File: src/rtl/hazard_stall_controller_if.sv
// Pipeline-control bundle: hazard/stall sources in, pipeline-register strobes and status out.
interface hazard_stall_controller_if #(
    parameter int unsigned PERF_W = 16
);
    logic              LU_HAZ_SIGNAL;
    logic              BRANCH_SEL;
    logic              EX_MULDIV;
    logic              EX_IS_DIV;
    logic              DMEM_STALL;
    logic              PC_HOLD;
    logic              IFID_HOLD;
    logic              IFID_RESET;
    logic              IDEX_HOLD;
    logic              IDEX_RESET;
    logic              EXMEM_HOLD;
    logic              EXMEM_RESET;
    logic              MULDIV_VALID;
    logic              MULDIV_BUSY;
    logic [PERF_W-1:0] STALL_CNT;

    modport master (
        output LU_HAZ_SIGNAL, BRANCH_SEL, EX_MULDIV, EX_IS_DIV, DMEM_STALL,
        input  PC_HOLD, IFID_HOLD, IFID_RESET, IDEX_HOLD, IDEX_RESET,
               EXMEM_HOLD, EXMEM_RESET, MULDIV_VALID, MULDIV_BUSY, STALL_CNT
    );

    modport slave (
        input  LU_HAZ_SIGNAL, BRANCH_SEL, EX_MULDIV, EX_IS_DIV, DMEM_STALL,
        output PC_HOLD, IFID_HOLD, IFID_RESET, IDEX_HOLD, IDEX_RESET,
               EXMEM_HOLD, EXMEM_RESET, MULDIV_VALID, MULDIV_BUSY, STALL_CNT
    );
endinterface

File: src/rtl/hazard_stall_controller.sv
// Pipeline hold/flush sequencer: merges dmem stall, MUL/DIV occupancy, redirect and load-use
// hazards by fixed priority, and counts front-end stall cycles.
module hazard_stall_controller #(
    parameter int unsigned MUL_CYCLES = 3,
    parameter int unsigned DIV_CYCLES = 33,
    parameter int unsigned PERF_W     = 16
) (
    input  logic                     CLK,
    input  logic                     RESET_N,
    hazard_stall_controller_if.slave bus
);
    localparam int unsigned CNT_W = 6;

    typedef enum logic {
        IDLE = 1'b0,
        BUSY = 1'b1
    } state_t;

    state_t             state;
    state_t             state_nxt;
    logic [CNT_W-1:0]   cnt;
    logic [CNT_W-1:0]   cnt_nxt;
    logic [CNT_W-1:0]   lat;
    logic               lat_multi;
    logic               mdstall;
    logic               muldiv_valid;
    logic               pc_hold;
    logic               ifid_hold;
    logic               ifid_reset;
    logic               idex_hold;
    logic               idex_reset;
    logic               exmem_hold;
    logic               exmem_reset;
    logic [PERF_W-1:0]  stall_cnt;

    assign lat       = bus.EX_IS_DIV ? CNT_W'(DIV_CYCLES) : CNT_W'(MUL_CYCLES);
    assign lat_multi = (lat > CNT_W'(1));

    // State register
    always_ff @(posedge CLK or negedge RESET_N) begin
        if (!RESET_N) begin
            state <= IDLE;
            cnt   <= '0;
        end else begin
            state <= state_nxt;
            cnt   <= cnt_nxt;
        end
    end

    // Next state; a memory stall freezes the sequencer completely
    always_comb begin
        state_nxt = state;
        cnt_nxt   = cnt;
        if (!bus.DMEM_STALL) begin
            case (state)
                IDLE: begin
                    if (bus.EX_MULDIV && lat_multi) begin
                        state_nxt = BUSY;
                        cnt_nxt   = lat - CNT_W'(2);
                    end
                end
                BUSY: begin
                    if (!bus.EX_MULDIV || (cnt == '0)) begin
                        state_nxt = IDLE;
                        cnt_nxt   = '0;
                    end else begin
                        cnt_nxt = cnt - CNT_W'(1);
                    end
                end
                default: begin
                    state_nxt = IDLE;
                    cnt_nxt   = '0;
                end
            endcase
        end
    end

    // Strobe outputs, highest-priority source first
    always_comb begin
        mdstall      = 1'b0;
        muldiv_valid = 1'b0;
        pc_hold      = 1'b0;
        ifid_hold    = 1'b0;
        ifid_reset   = 1'b0;
        idex_hold    = 1'b0;
        idex_reset   = 1'b0;
        exmem_hold   = 1'b0;
        exmem_reset  = 1'b0;

        if (state == IDLE) begin
            mdstall      = bus.EX_MULDIV && lat_multi;
            muldiv_valid = bus.EX_MULDIV && !lat_multi;
        end else begin
            mdstall      = (cnt != '0);
            muldiv_valid = (cnt == '0) && bus.EX_MULDIV;
        end

        if (bus.DMEM_STALL) begin
            pc_hold    = 1'b1;
            ifid_hold  = 1'b1;
            idex_hold  = 1'b1;
            exmem_hold = 1'b1;
        end else if (mdstall) begin
            pc_hold     = 1'b1;
            ifid_hold   = 1'b1;
            idex_hold   = 1'b1;
            exmem_reset = 1'b1;
        end else if (bus.BRANCH_SEL) begin
            ifid_reset = 1'b1;
            idex_reset = 1'b1;
        end else if (bus.LU_HAZ_SIGNAL) begin
            pc_hold    = 1'b1;
            ifid_hold  = 1'b1;
            idex_reset = 1'b1;
        end
    end

    // Saturating count of PC-hold cycles
    always_ff @(posedge CLK or negedge RESET_N) begin
        if (!RESET_N) begin
            stall_cnt <= '0;
        end else if (pc_hold && (stall_cnt != '1)) begin
            stall_cnt <= stall_cnt + PERF_W'(1);
        end
    end

    assign bus.PC_HOLD      = pc_hold;
    assign bus.IFID_HOLD    = ifid_hold;
    assign bus.IFID_RESET   = ifid_reset;
    assign bus.IDEX_HOLD    = idex_hold;
    assign bus.IDEX_RESET   = idex_reset;
    assign bus.EXMEM_HOLD   = exmem_hold;
    assign bus.EXMEM_RESET  = exmem_reset;
    assign bus.MULDIV_VALID = muldiv_valid;
    assign bus.MULDIV_BUSY  = (state == BUSY);
    assign bus.STALL_CNT    = stall_cnt;
endmodule

File: src/flat_wrapper.sv
// flat-port wrapper written by rule: the top's interface ports become plain ports
module hazard_stall_controller_flat 
#(
    parameter int unsigned MUL_CYCLES = 3,
    parameter int unsigned DIV_CYCLES = 33,
    parameter int unsigned PERF_W     = 16
)
  (CLK, RESET_N, bus_LU_HAZ_SIGNAL, bus_BRANCH_SEL, bus_EX_MULDIV, bus_EX_IS_DIV, bus_DMEM_STALL, bus_PC_HOLD, bus_IFID_HOLD, bus_IFID_RESET, bus_IDEX_HOLD, bus_IDEX_RESET, bus_EXMEM_HOLD, bus_EXMEM_RESET, bus_MULDIV_VALID, bus_MULDIV_BUSY, bus_STALL_CNT);
  hazard_stall_controller_if #(.PERF_W(PERF_W)) bus_i ();
  input  logic CLK;
  input  logic RESET_N;
  input wire logic [$bits(bus_i.LU_HAZ_SIGNAL)-1:0] bus_LU_HAZ_SIGNAL;
  input wire logic [$bits(bus_i.BRANCH_SEL)-1:0] bus_BRANCH_SEL;
  input wire logic [$bits(bus_i.EX_MULDIV)-1:0] bus_EX_MULDIV;
  input wire logic [$bits(bus_i.EX_IS_DIV)-1:0] bus_EX_IS_DIV;
  input wire logic [$bits(bus_i.DMEM_STALL)-1:0] bus_DMEM_STALL;
  output wire logic [$bits(bus_i.PC_HOLD)-1:0] bus_PC_HOLD;
  output wire logic [$bits(bus_i.IFID_HOLD)-1:0] bus_IFID_HOLD;
  output wire logic [$bits(bus_i.IFID_RESET)-1:0] bus_IFID_RESET;
  output wire logic [$bits(bus_i.IDEX_HOLD)-1:0] bus_IDEX_HOLD;
  output wire logic [$bits(bus_i.IDEX_RESET)-1:0] bus_IDEX_RESET;
  output wire logic [$bits(bus_i.EXMEM_HOLD)-1:0] bus_EXMEM_HOLD;
  output wire logic [$bits(bus_i.EXMEM_RESET)-1:0] bus_EXMEM_RESET;
  output wire logic [$bits(bus_i.MULDIV_VALID)-1:0] bus_MULDIV_VALID;
  output wire logic [$bits(bus_i.MULDIV_BUSY)-1:0] bus_MULDIV_BUSY;
  output wire logic [$bits(bus_i.STALL_CNT)-1:0] bus_STALL_CNT;
  assign bus_i.LU_HAZ_SIGNAL = bus_LU_HAZ_SIGNAL;
  assign bus_i.BRANCH_SEL = bus_BRANCH_SEL;
  assign bus_i.EX_MULDIV = bus_EX_MULDIV;
  assign bus_i.EX_IS_DIV = bus_EX_IS_DIV;
  assign bus_i.DMEM_STALL = bus_DMEM_STALL;
  assign bus_PC_HOLD = bus_i.PC_HOLD;
  assign bus_IFID_HOLD = bus_i.IFID_HOLD;
  assign bus_IFID_RESET = bus_i.IFID_RESET;
  assign bus_IDEX_HOLD = bus_i.IDEX_HOLD;
  assign bus_IDEX_RESET = bus_i.IDEX_RESET;
  assign bus_EXMEM_HOLD = bus_i.EXMEM_HOLD;
  assign bus_EXMEM_RESET = bus_i.EXMEM_RESET;
  assign bus_MULDIV_VALID = bus_i.MULDIV_VALID;
  assign bus_MULDIV_BUSY = bus_i.MULDIV_BUSY;
  assign bus_STALL_CNT = bus_i.STALL_CNT;
  hazard_stall_controller #(.MUL_CYCLES(MUL_CYCLES), .DIV_CYCLES(DIV_CYCLES), .PERF_W(PERF_W)) u_core (.CLK(CLK), .RESET_N(RESET_N), .bus(bus_i));
endmodule
File: config.mk
export PLATFORM = sky130hd
export DESIGN_NAME = hazard_stall_controller_flat
export DESIGN_NICKNAME = d
export VERILOG_FILES = /design/src/rtl/hazard_stall_controller_if.sv /design/src/rtl/hazard_stall_controller.sv /design/src/flat_wrapper.sv
export SDC_FILE = /design/constraint.sdc
export NUM_CORES = 1
export LEC_CHECK = 0
export ABC_AREA = 1
export CORE_AREA = 2 2 56 58
export CTS_CLUSTER_DIAMETER = 100
export CTS_CLUSTER_SIZE = 20
export DETAILED_ROUTE_END_ITERATION = 6
export DIE_AREA = 0 0 58 60
export HOLD_SLACK_MARGIN = 0.03
export PLACE_DENSITY = 0.82
export SLEW_MARGIN = 20
export SYNTH_ARGS = -nofsm -noshare
export SYNTH_HDL_FRONTEND = slang
export SYNTH_SLANG_ARGS = --single-unit
File: constraint.sdc
create_clock -name CLK -period 3.84 [get_ports CLK]
set_input_delay 1.152 -clock CLK [delete_from_list [all_inputs] [get_ports CLK]]
set_output_delay 1.152 -clock CLK [all_outputs]
set_load 0.01 [all_outputs]
Clock nets:
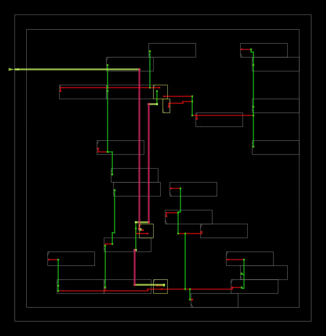
skew final: 0.00381 ns
worst skew pair latency: 0.32 ns

Clock wires, drivers and flops:
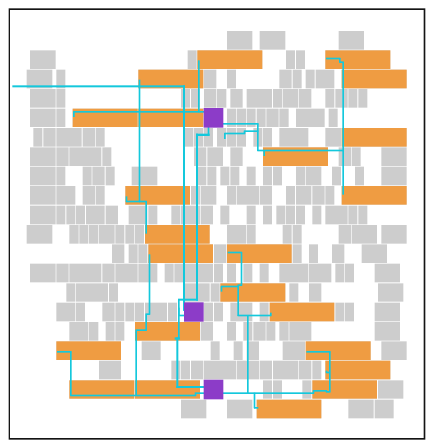
legend:
  clock wires:
    colour: cyan
    length: 318 um
  clock-net drivers:
    colour: purple
    count: 3
  flip-flops:
    colour: orange
    count: 23
routed clock nets: 4
flops lie: spread over the die

==> impl_metrics.ini <==
; physical design summary
[status]
status = complete, no violations

[hold_path]
holdCritStartpoint = u_core.bus.STALL_CNT[15]
hold-path-cell-count = 2
min_path_type = reg2reg

[logic_synthesis]
synth_seq_share_pct = 38.3
synth_top_area_share_pct = 38.3
synth_top_cell_by_area = dfrtp_1
syn_area_per_cell_sq_um = 7.18
syn_area_sq_um = 1500
floorplan.nets = 219
ys.warnings.count = 0
proportion_of_register_bits_with_asynchronous_set_or_reset_after_synthesis_pct = 100
top_cells_by_count = nand2_1 (75), nand3_1 (27), dfrtp_1 (23)
edf_count = 0
postSynthRegisterBits = 23
synth-area-yosys_sq_um = 1500
ys_dominant_reg_cell = dfrtp_1
top_cell = nand2_1
synth_cell_type_count = 24
syn-instance-count = 209
ys_top_cells_by_area = dfrtp_1 (38%), nand2_1 (19%), nand3_1 (9.0%)
number_of_cell_instances_after_yosys_synthesis = 209

[pwr]
power-per-cell-area_nw_per_um2 = 380
cellLeakagePower_nw = 0.898
vdd_ir_drop_max_mv = 0.434

[drt]
routedWlPerCell_um = 11.5
drtIter0Drc = 47
drt.antenna.violating_nets = 0
drt-total-wl_um = 3170
remaining_drc_errors = 0
firstDrtPassIters = 4
routed_via_density = 5.21

[setup_path]
setup.worst_path.end_class = output port
critical_path.max_fanout = 6
critPathLaunch = bus_DMEM_STALL
critPathLaunchType = input pin
r2r_setup_slack_ns = 2.09
crit_arrival_ns = 2.58
reg2reg_from = u_core.cnt[0]
ff2ff_path_depth = 9
crit_path_class = in2out
critical_path_required_ns = 2.69

[sta]
timing.fmax_mhz = 268
timing.final.crit_period_ns = 3.73
final_max_slew_violation_tally = 0
finalSetupTns_ns = 0
max-slew-margin-rel_pct = 76.4
tightest_slew_ns = 0.353
min_period_over_period_pct = 97.2
timing_hold_violations_final = 0
layout_setup_ws_ns = 0.109
finalSetupViolCount = 0
rsz_0062_raised_after_global_routing = no

[cts]
clk_path_buf_depth = 2
cts_tree = built
count_of_instances_resized_after_the_clock_tree_is_built = 0
worst_setup_hold_path_clk_slew_ns = 0.13
cts_hold_buffers = 0
numCtsBuffers = 3
post_cts_buffers = 0
clock-sinks = 23
cts_htree_levels = 1
clk_root_buffer_cell = clkbuf_4

[final_layout]
final_nets = 254
number_of_diodes = 0
area_growth_pct = 24.5
post_route_cells_drive_above_1_share_pct = 6.17

[flow_run]
warnings = 27
drv.max_cap_violation_count = 0

[floorplanning]
pre_place_util_pct = 51.7
die_h_um = 60
dieArea_sq_um = 3480
die.size.x_um = 58
top_level_ports = 32
core_outline_area_sq_um = 2900

[global_route]
maximum_number_of_pins_on_one_net_before_global_route_repair = 24
antenna_violations_before_repair = 0
via_count_of_the_first_global_routing_pass = 1271
grt_usage_pct = 20.9
grt_pass1_wl_um = 5480
grt_overflow_total = 0

[place]
detailedPlacementHpwl_um = 2310
port_buffers = 31
place_congestion = 0.866
dp_worst_setup_slack_ns = 0.120
The metal 1 layer:
Supply wires on this layer in grey. Cells faint in the background.
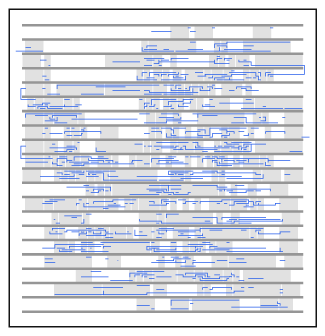
wire length on this layer: 1410 um
share of all routed wire: 44%
main direction: horizontal

## state kept, by name (all words and copies together) (netlist names)
name and count:
u_core.cnt 6, u_core.bus.STALL_CNT 16, u_core.bus.MULDIV_BUSY 1
## worst paths after layout
check | end
max in group asynchronous | u_core.bus.STALL_CNT[1]
setup reg to reg | u_core.bus.STALL_CNT[15]
hold / removal | u_core.bus.STALL_CNT[15]
hold reg to reg | u_core.bus.STALL_CNT[15]
min in group asynchronous | u_core.bus.STALL_CNT[2]
setup / recovery | bus_IDEX_RESET
## area by class of cell
cell class	count	area (sq um)
fill	237	1030
multi-input combinational	161	811
sequential	23	576
timing repair buffer	35	340
inverter	20	75.1
tap	33	41.3
clock buffer	4	26.3
## power by group
| group | switching [mW] | internal (mW) | total [mW] |
|---|---|---|---|
| Sequential | 0.0533 | 0.284 | 0.337 |
| Clock | 0.0757 | 0.0407 | 0.116 |
| Combinational | 0.124 | 0.134 | 0.257 |
## critical path: stages
cell             delay [ns]
clkdlybuf4s50_1        0.44
inv_1                  0.16
nand3_1                0.14
a21oi_1                0.14
clkdlybuf4s50_1        0.55
## stage by stage
stage | util (%) | std cells | power (mW) | area [sq um] | hold WS (ns)
CTS | 64.4 | 276 | 0.714 | 1870 | 0.554
global route | 64.4 | 276 | 0.760 | 1870 | 0.595
detailed placement | 63.5 | 272 | 0.600 | 1840 | 0.527
global placement | 63.5 | 272 | 0.594 | 1840 | 0.511
floorplan | - | 209 | 0.487 | 1500 | 0.494
finish | 64.4 | 276 | 0.711 | 1870 | 0.552
## cell usage in the layout (no fill, tap or decap)
cell type,n
a22oi_1,5
nor2_2,1
o21ai_1,1
xor2_1,6
nand3_1,27
clkdlybuf4s50_1,31
nand2_2,1
clkbuf_4,3
nor2_4,2
nor3_1,1
nand3_2,1
nand2_1,75
a21oi_1,2
xnor2_1,4
inv_1,20
nand4_2,1
nand4_1,5
dfrtp_1,23
nand2_4,2
ha_1,3
buf_4,4
nand3b_1,2
nor2_1,20
o21ai_0,2
clkbuf_1,1
## per-layer routing
metal  routed length, um  GRT usage [%]  vias to the layer above
met5                   0              0                        -
met4                  76           12.6                        0
met3                 149           3.68                        8
met2                1540           35.6                       35
met1                1410           24.7                      658
li1                    -              -                      737
## logic make-up (layout without fill, tap and decap cells)
kind of cell               count (synthesis)  after routing  share of synthesized area (%)
AOI/OAI and AO/OA                         10             10                           4.17
buffers and inverters                     25             59                           7.67
and+or+nand+nor                          138            138                           41.5
DFF                                       23             23                           38.3
xor gates and xnor gates                  10             10                           5.83
adders and majority gates                  3              3                           2.50
Power figures rest on the tool's default switching activity, not on a simulated workload.
